[config.mk]
export PLATFORM = sky130hd
export DESIGN_NAME = pe_scheduler
export DESIGN_NICKNAME = d
export VERILOG_FILES = /design/src/rtl/pe_scheduler_pkg.sv /design/src/rtl/pe_scheduler_stream_reg.sv /design/src/rtl/pe_scheduler.sv
export SDC_FILE = /design/constraint.sdc
export NUM_CORES = 1
export LEC_CHECK = 0
export ABC_AREA = 1
export CAP_MARGIN = 20
export CELL_PAD_IN_SITES_DETAIL_PLACEMENT = 1
export CELL_PAD_IN_SITES_GLOBAL_PLACEMENT = 1
export CORE_ASPECT_RATIO = 0.6
export CORE_MARGIN = 10
export CORE_UTILIZATION = 39
export DETAILED_ROUTE_END_ITERATION = 8
export HOLD_SLACK_MARGIN = 0.12
export PLACE_DENSITY = 0.88
export SYNTH_ARGS = -nofsm -noshare
export SYNTH_HDL_FRONTEND = slang
export SYNTH_HIERARCHICAL = 1
export SYNTH_SLANG_ARGS = --single-unit
[constraint.sdc]
create_clock -name clk -period 4.6 [get_ports clk]
set_clock_uncertainty 0.1 [all_clocks]
set_input_delay 0.92 -clock clk [delete_from_list [all_inputs] [get_ports clk]]
set_output_delay 0.92 -clock clk [all_outputs]
set_load 0.03 [all_outputs]
[src/rtl/pe_scheduler_pkg.sv]
// -----------------------------------------------------------------------------
// pe_scheduler_pkg
// Shared types and constants for the PE job sequencer: default parameter
// values, configuration field widths, the sequencer state encoding and the
// latched job configuration record.
// -----------------------------------------------------------------------------
package pe_scheduler_pkg;

    localparam int DEF_DATA_WIDTH = 16;
    localparam int DEF_INST_WIDTH = 32;
    localparam int DEF_REG_NUM    = 8;
    localparam int DEF_DRAIN_MAX  = 64;

    // Widths of the job configuration fields and of the run-phase counters.
    localparam int N_INST_W = 6;
    localparam int CNT_W    = 8;

    typedef enum logic [2:0] {
        ST_IDLE    = 3'd0,
        ST_LD_INST = 3'd1,
        ST_LD_DATA = 3'd2,
        ST_RUN     = 3'd3,
        ST_DRAIN   = 3'd4
    } state_e;

    // Job configuration captured when a start is accepted.
    typedef struct packed {
        logic [N_INST_W-1:0] n_inst;
        logic [CNT_W-1:0]    n_iter;
        logic [CNT_W-1:0]    iter_len;
    } job_cfg_t;

    // An iteration length of zero behaves as a single-cycle iteration.
    function automatic logic [CNT_W-1:0] eff_iter_len(input logic [CNT_W-1:0] len);
        return (len == '0) ? CNT_W'(1) : len;
    endfunction

endpackage

[src/rtl/pe_scheduler_stream_reg.sv]
// -----------------------------------------------------------------------------
// pe_scheduler_stream_reg
// One-entry valid/data pipeline register used on both host-to-PE forwarding
// paths. The valid bit follows the input every cycle; the data word is only
// captured when the input is valid and holds otherwise.
//
// Ports:
//   clk        : clock, rising edge
//   rst        : asynchronous active-high reset
//   in_v_i     : accepted-word strobe (host handshake)
//   in_data_i  : word to forward
//   out_v_o    : registered valid towards the PE
//   out_data_o : registered word towards the PE
// -----------------------------------------------------------------------------
module pe_scheduler_stream_reg #(
    parameter int WIDTH = 32
) (
    input  logic             clk,
    input  logic             rst,
    input  logic             in_v_i,
    input  logic [WIDTH-1:0] in_data_i,
    output logic             out_v_o,
    output logic [WIDTH-1:0] out_data_o
);

    logic             valid_q;
    logic [WIDTH-1:0] data_q;

    // NOTE: the data register is reset as well as the valid bit, so the PE
    // never sees a stale word on its data port after a reset.
    always_ff @(posedge clk or posedge rst) begin
        if (rst) begin
            valid_q <= 1'b0;
            data_q  <= '0;
        end else begin
            valid_q <= in_v_i;
            if (in_v_i) begin
                data_q <= in_data_i;
            end
        end
    end

    assign out_v_o    = valid_q;
    assign out_data_o = data_q;

endmodule

[src/rtl/pe_scheduler.sv]
// -----------------------------------------------------------------------------
// pe_scheduler
// Drives one PE through a complete job: loads a program and an operand burst
// from the host, times the iteration loop (flagging the final iteration on
// alpha_v), then waits a bounded time for the PE result and reports done.
//
// Ports:
//   clk, rst                      : clock; asynchronous active-high reset
//   start                         : job request, only honoured in IDLE
//   cfg_n_inst/n_iter/iter_len    : job configuration, latched on start
//   host_inst_v/host_inst/_rdy    : instruction stream from the host
//   host_data_v/host_data/_rdy    : operand stream from the host
//   inst_in_v/inst_in             : registered instruction stream to the PE
//   din_pe_v/din_pe               : registered operand stream to the PE
//   alpha_v                       : high for the whole final iteration
//   dout_pe_v                     : PE result valid, honoured only in DRAIN
//   busy/done/err_timeout         : job status (done is a 1-cycle pulse)
// -----------------------------------------------------------------------------
module pe_scheduler
    import pe_scheduler_pkg::*;
#(
    parameter int DATA_WIDTH = DEF_DATA_WIDTH,
    parameter int INST_WIDTH = DEF_INST_WIDTH,
    parameter int REG_NUM    = DEF_REG_NUM,
    parameter int DRAIN_MAX  = DEF_DRAIN_MAX
) (
    input  logic                    clk,
    input  logic                    rst,
    input  logic                    start,
    input  logic [N_INST_W-1:0]     cfg_n_inst,
    input  logic [CNT_W-1:0]        cfg_n_iter,
    input  logic [CNT_W-1:0]        cfg_iter_len,
    input  logic                    host_inst_v,
    input  logic [INST_WIDTH-1:0]   host_inst,
    output logic                    host_inst_rdy,
    input  logic                    host_data_v,
    input  logic [2*DATA_WIDTH-1:0] host_data,
    output logic                    host_data_rdy,
    output logic                    inst_in_v,
    output logic [INST_WIDTH-1:0]   inst_in,
    output logic                    din_pe_v,
    output logic [2*DATA_WIDTH-1:0] din_pe,
    output logic                    alpha_v,
    input  logic                    dout_pe_v,
    output logic                    busy,
    output logic                    done,
    output logic                    err_timeout
);

    localparam int DATA_WORDS = 2 * REG_NUM;
    localparam int DCNT_W     = $clog2(DATA_WORDS + 1);
    localparam int DRAIN_W    = $clog2(DRAIN_MAX + 1);

    localparam logic [DCNT_W-1:0]  DATA_LAST  = DCNT_W'(DATA_WORDS - 1);
    localparam logic [DCNT_W-1:0]  DATA_ALL   = DCNT_W'(DATA_WORDS);
    localparam logic [DRAIN_W-1:0] DRAIN_LAST = DRAIN_W'(DRAIN_MAX - 1);

    state_e              state_q,     state_d;
    job_cfg_t            cfg_q,       cfg_d;
    logic [N_INST_W-1:0] inst_cnt_q,  inst_cnt_d;
    logic [DCNT_W-1:0]   data_cnt_q,  data_cnt_d;
    logic [CNT_W-1:0]    cyc_cnt_q,   cyc_cnt_d;
    logic [CNT_W-1:0]    iter_cnt_q,  iter_cnt_d;
    logic [DRAIN_W-1:0]  drain_cnt_q, drain_cnt_d;
    logic                inst_rdy_q,  inst_rdy_d;
    logic                data_rdy_q,  data_rdy_d;
    logic                done_q,      done_d;
    logic                err_q,       err_d;

    logic inst_hs;
    logic data_hs;
    logic last_cyc;
    logic last_iter;

    assign inst_hs   = host_inst_v & inst_rdy_q;
    assign data_hs   = host_data_v & data_rdy_q;
    assign last_cyc  = (cyc_cnt_q == cfg_q.iter_len - CNT_W'(1));
    assign last_iter = (iter_cnt_q == cfg_q.n_iter - CNT_W'(1));

    // NOTE: sequential state is updated only with <= so every register
    // samples the pre-edge values of the others.
    always_ff @(posedge clk or posedge rst) begin
        if (rst) begin
            state_q     <= ST_IDLE;
            cfg_q       <= '0;
            inst_cnt_q  <= '0;
            data_cnt_q  <= '0;
            cyc_cnt_q   <= '0;
            iter_cnt_q  <= '0;
            drain_cnt_q <= '0;
            inst_rdy_q  <= 1'b0;
            data_rdy_q  <= 1'b0;
            done_q      <= 1'b0;
            err_q       <= 1'b0;
        end else begin
            state_q     <= state_d;
            cfg_q       <= cfg_d;
            inst_cnt_q  <= inst_cnt_d;
            data_cnt_q  <= data_cnt_d;
            cyc_cnt_q   <= cyc_cnt_d;
            iter_cnt_q  <= iter_cnt_d;
            drain_cnt_q <= drain_cnt_d;
            inst_rdy_q  <= inst_rdy_d;
            data_rdy_q  <= data_rdy_d;
            done_q      <= done_d;
            err_q       <= err_d;
        end
    end

    // NOTE: every next-state variable gets its hold value first, so no
    // branch below can leave one unassigned and infer a latch.
    always_comb begin
        state_d     = state_q;
        cfg_d       = cfg_q;
        inst_cnt_d  = inst_cnt_q;
        data_cnt_d  = data_cnt_q;
        cyc_cnt_d   = cyc_cnt_q;
        iter_cnt_d  = iter_cnt_q;
        drain_cnt_d = drain_cnt_q;
        done_d      = 1'b0;
        err_d       = err_q;

        unique case (state_q)
            ST_IDLE: begin
                // A start coinciding with the done pulse is dropped.
                if (start && !done_q) begin
                    cfg_d.n_inst   = cfg_n_inst;
                    cfg_d.n_iter   = cfg_n_iter;
                    cfg_d.iter_len = eff_iter_len(cfg_iter_len);
                    err_d          = 1'b0;
                    inst_cnt_d     = '0;
                    data_cnt_d     = '0;
                    cyc_cnt_d      = '0;
                    iter_cnt_d     = '0;
                    drain_cnt_d    = '0;
                    state_d        = (cfg_n_inst != '0) ? ST_LD_INST : ST_LD_DATA;
                end
            end

            ST_LD_INST: begin
                if (inst_hs) begin
                    inst_cnt_d = inst_cnt_q + N_INST_W'(1);
                    if (inst_cnt_d == cfg_q.n_inst) begin
                        state_d = ST_LD_DATA;
                    end
                end
            end

            ST_LD_DATA: begin
                // Once the burst is complete, one extra cycle lets the final
                // word reach the PE before the run phase begins.
                if (data_cnt_q == DATA_ALL) begin
                    state_d = ST_RUN;
                end else if (data_hs) begin
                    data_cnt_d = data_cnt_q + DCNT_W'(1);
                    if (data_cnt_q == DATA_LAST && cfg_q.n_iter == '0) begin
                        state_d = ST_IDLE;
                        done_d  = 1'b1;
                    end
                end
            end

            ST_RUN: begin
                if (last_cyc) begin
                    cyc_cnt_d = '0;
                    if (last_iter) begin
                        state_d = ST_DRAIN;
                    end else begin
                        iter_cnt_d = iter_cnt_q + CNT_W'(1);
                    end
                end else begin
                    cyc_cnt_d = cyc_cnt_q + CNT_W'(1);
                end
            end

            ST_DRAIN: begin
                // A result arriving in the final allowed cycle still wins.
                if (dout_pe_v) begin
                    state_d = ST_IDLE;
                    done_d  = 1'b1;
                end else if (drain_cnt_q == DRAIN_LAST) begin
                    state_d = ST_IDLE;
                    done_d  = 1'b1;
                    err_d   = 1'b1;
                end else begin
                    drain_cnt_d = drain_cnt_q + DRAIN_W'(1);
                end
            end

            default: begin
                state_d = ST_IDLE;
            end
        endcase

        // Ready flags are registered decodes of the next state; data ready
        // drops as soon as the last burst word has been taken.
        inst_rdy_d = (state_d == ST_LD_INST);
        data_rdy_d = (state_d == ST_LD_DATA) && (data_cnt_d != DATA_ALL);
    end

    pe_scheduler_stream_reg #(
        .WIDTH(INST_WIDTH)
    ) u_inst_fwd (
        .clk       (clk),
        .rst       (rst),
        .in_v_i    (inst_hs),
        .in_data_i (host_inst),
        .out_v_o   (inst_in_v),
        .out_data_o(inst_in)
    );

    pe_scheduler_stream_reg #(
        .WIDTH(2 * DATA_WIDTH)
    ) u_data_fwd (
        .clk       (clk),
        .rst       (rst),
        .in_v_i    (data_hs),
        .in_data_i (host_data),
        .out_v_o   (din_pe_v),
        .out_data_o(din_pe)
    );

    assign host_inst_rdy = inst_rdy_q;
    assign host_data_rdy = data_rdy_q;
    assign alpha_v       = (state_q == ST_RUN) && last_iter;
    assign busy          = (state_q != ST_IDLE);
    assign done          = done_q;
    assign err_timeout   = err_q;

endmodule

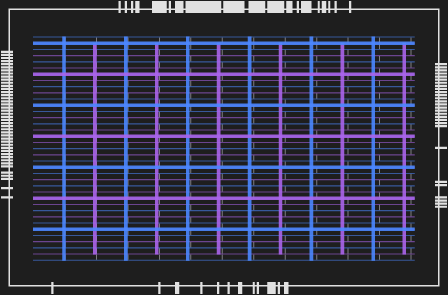
Fig. 1. Supply network.
Pins as bars on the die edge. Tap cells in grey.
net	colour
VSS	blue
VDD	purple
signal pins	164
met1 rails	37
met4 straps	12
tap cells	228

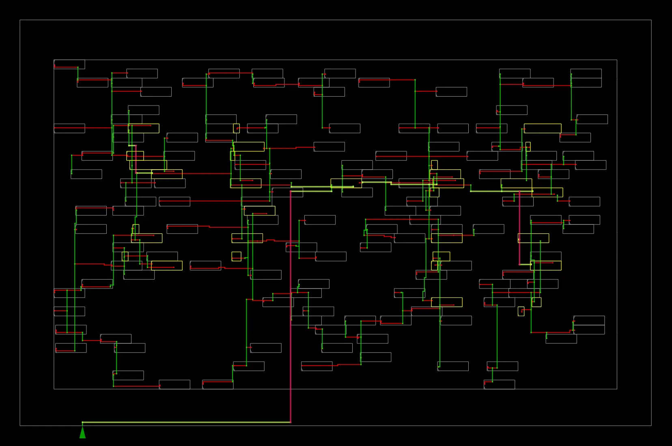
Fig. 2. Clock nets.
number of CTS-inserted buffers: 17
Late-Pin Clk Latency: 0.41 ns
Clk power: 0.00133 W

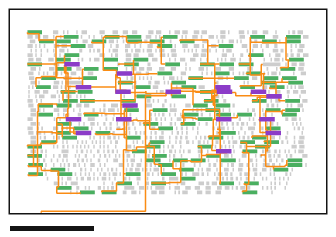
Fig. 3. Routed clock nets over the placement.
Scale bar: 50 um.
[cells driving clock nets] purple | count: 17
[clock wires] orange | length: 1980 um
[flip-flops] green | count: 129
routed clock nets	18
flops lie	spread over the die

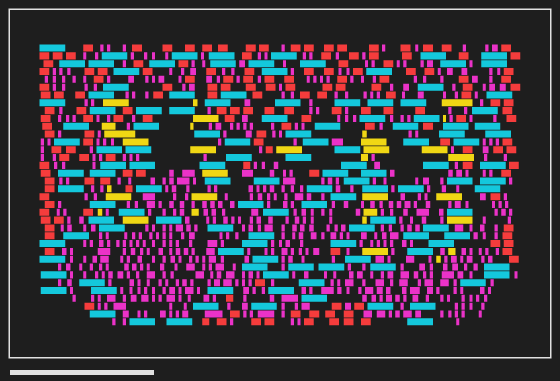
Fig. 4. Placement by cell class.
Scale bar: 50 um.
class	colour	cells	share of their area
clock drivers and dummy loads	yellow	32	6.7%
flip-flops	cyan	129	38%
other buffers and delay cells	red	168	19%
all other logic	magenta	681	36%

==> results.cfg <==
; physical design summary
[logic_synthesis]
synth_area_sq_um = 6590
yosys.area_share.xor_xnor_pct = 3.59
area_leaders = dfrtp_1 49%, nand2_1 19%, inv_1 4.7%
top_cell_area_share_pct = 49.0
syn_avg_cell_area_sq_um = 7.92
synth_cell_types = 38
simple_gate_share_pct = 31.4
synthesis.nets = 933
yosys_warnings = 6
ys_cells = 832
most_common_cell = nand2_1
synth-edff-count = 0
async_flop_share_pct = 100
synth-main-ff-cell = dfrtp_1
ys_top_logic_family = simple AND/OR/NAND/NOR gates
ys_sh_aoi_pct = 5.49
yosys_area_sq_um = 6590
adder_share_pct = 1.71
synthTopCellsByCount = 326 x nand2_1, 129 x dfrtp_1, 83 x inv_1
synth_cells = 832
ys_seq_share_pct = 49.0
synth_flops = 129
largest_area_cell = dfrtp_1
ys_sh_mux_pct = 0

[timing]
slew_headroom_pct = 35.4
whs_ns = 0.368
setup_viol = 0
hold_viol = 0
fmax_mhz = 270
tightest_slew_ns = 0.967
period_used_pct = 80.6
fin_ws_ns = 0.891
fin_tns_setup_ns = 0
maxSlewViolCount = 0
rsz0062_at_grt = no
period_minus_slack_ns = 3.71

[worst_setup_path]
critPathSlowestCell = clkdlybuf4s50_1
path_class = reg2out
crit_fanout = 5
critPathTopFamily = buffers and inverters
arrival_ns = 2.69
worst_setup_path_end_kind = primary output
cp.buffers_inverters = 2
critPathRequiredTime_ns = 3.58
crit_start = cfg_q[8]
r2r_slack_ns = 1.92
r2r-start = state_q[2]
crit_cells = 8
crit_end = alpha_v
reg2reg_depth = 10
critical_path.max_stage_delay_ns = 0.71
start_kind = register
r2r-end = cyc_cnt_q[2]

[pwr]
seqPwrFrac_pct = 31.9
clkPwrFrac_pct = 22.7
power.switching_w = 0.00254
p_leak_nw = 4.32
switching_share_pct = 43.2
fin_total_pwr_w = 0.00587
pg_comb_w = 0.00266
p_int_w = 0.00333
vdd_ir_drop_max_mv = 0.287
power.density_nw_per_um2 = 661
comb_power_share_pct = 45.4
power-top-group = combinational logic
p_seq_w = 0.00188

[placed_design]
gp_congestion = 0.897
placed_cells = 1206
place_area_sq_um = 8300
port_buffers = 163
hpwlAfterDp_um = 16300
dp_slack_ns = 1.15

[floorplan]
die_w_um = 188
fp.dieH_um = 121
ios = 164
rows = 36
fp_util_pct = 40.2
core-area_sq_um = 16400
dieArea_sq_um = 22700

[routing]
via_per_inst = 4.82
dr.first_iter.drc_count = 352
drc = 0
ant_nets = 0
routed-wl-met2_um = 10200
wl_met1_um = 9900
top_layer = met4
wl_um = 21500
via_count = 5964
drt-pass1-iter-count = 4
wl_met3_um = 1270
wl_per_cell_um = 17.4

[layout]
buffers = 168
flops = 129
largest_class = registers
antenna-diode-count = 0
inverters_excl_clock = 88
num-multi-input-gates = 593
final_util_pct = 54.1
clkCellAreaFrac_pct = 6.46
fill_cells = 2018
layout.nonclk_buf_share_pct = 18.8
logic_area_sq_um = 2780
lay_top_cells = 326 x nand2_1, 163 x clkdlybuf4s50_1, 129 x dfrtp_1, 82 x inv_1, 67 x nor2_1
drive_gt1_share_pct = 7.43
finalNonFillerCells = 1238
ff_latch_area_sq_um = 3230
design_area_sq_um = 8880
final_common_cell = nand2_1
seq_share_pct = 36.4
nets = 1098
clkbuf_count = 21
syn_to_final_growth_pct = 34.8

[grt]
overflow = 0
track_usage_pct = 19.0
grt_pass1_wl_um = 35100
antenna_found_initial = 0
grt_use_met1_pct = 24.4
met3_usage_pct = 5.54
use_met2_pct = 31.1
grt_pass1_vias = 6506
top_usage_layer = met2
grt_max_degree = 44

[cts]
clkSinkCount = 129
hold_buffers = 0
root_buffer = clkbuf_16
postCtsSetupBuffers = 0
clockBufferDepth = 2
cts_tree = yes
htree_num_levels = 4
post_cts_resize_count = 0

[worst_hold_path]
holdCritPathClass = reg2reg
min_to = u_data_fwd/out_data_o[12]
worstHoldPathCells = 2
hp-start = u_data_fwd/out_data_o[12]

[run]
maxCapViolations = 0
warnings = 27

[run_status]
status = complete, no violations
Power and IR drop assume default switching activity.
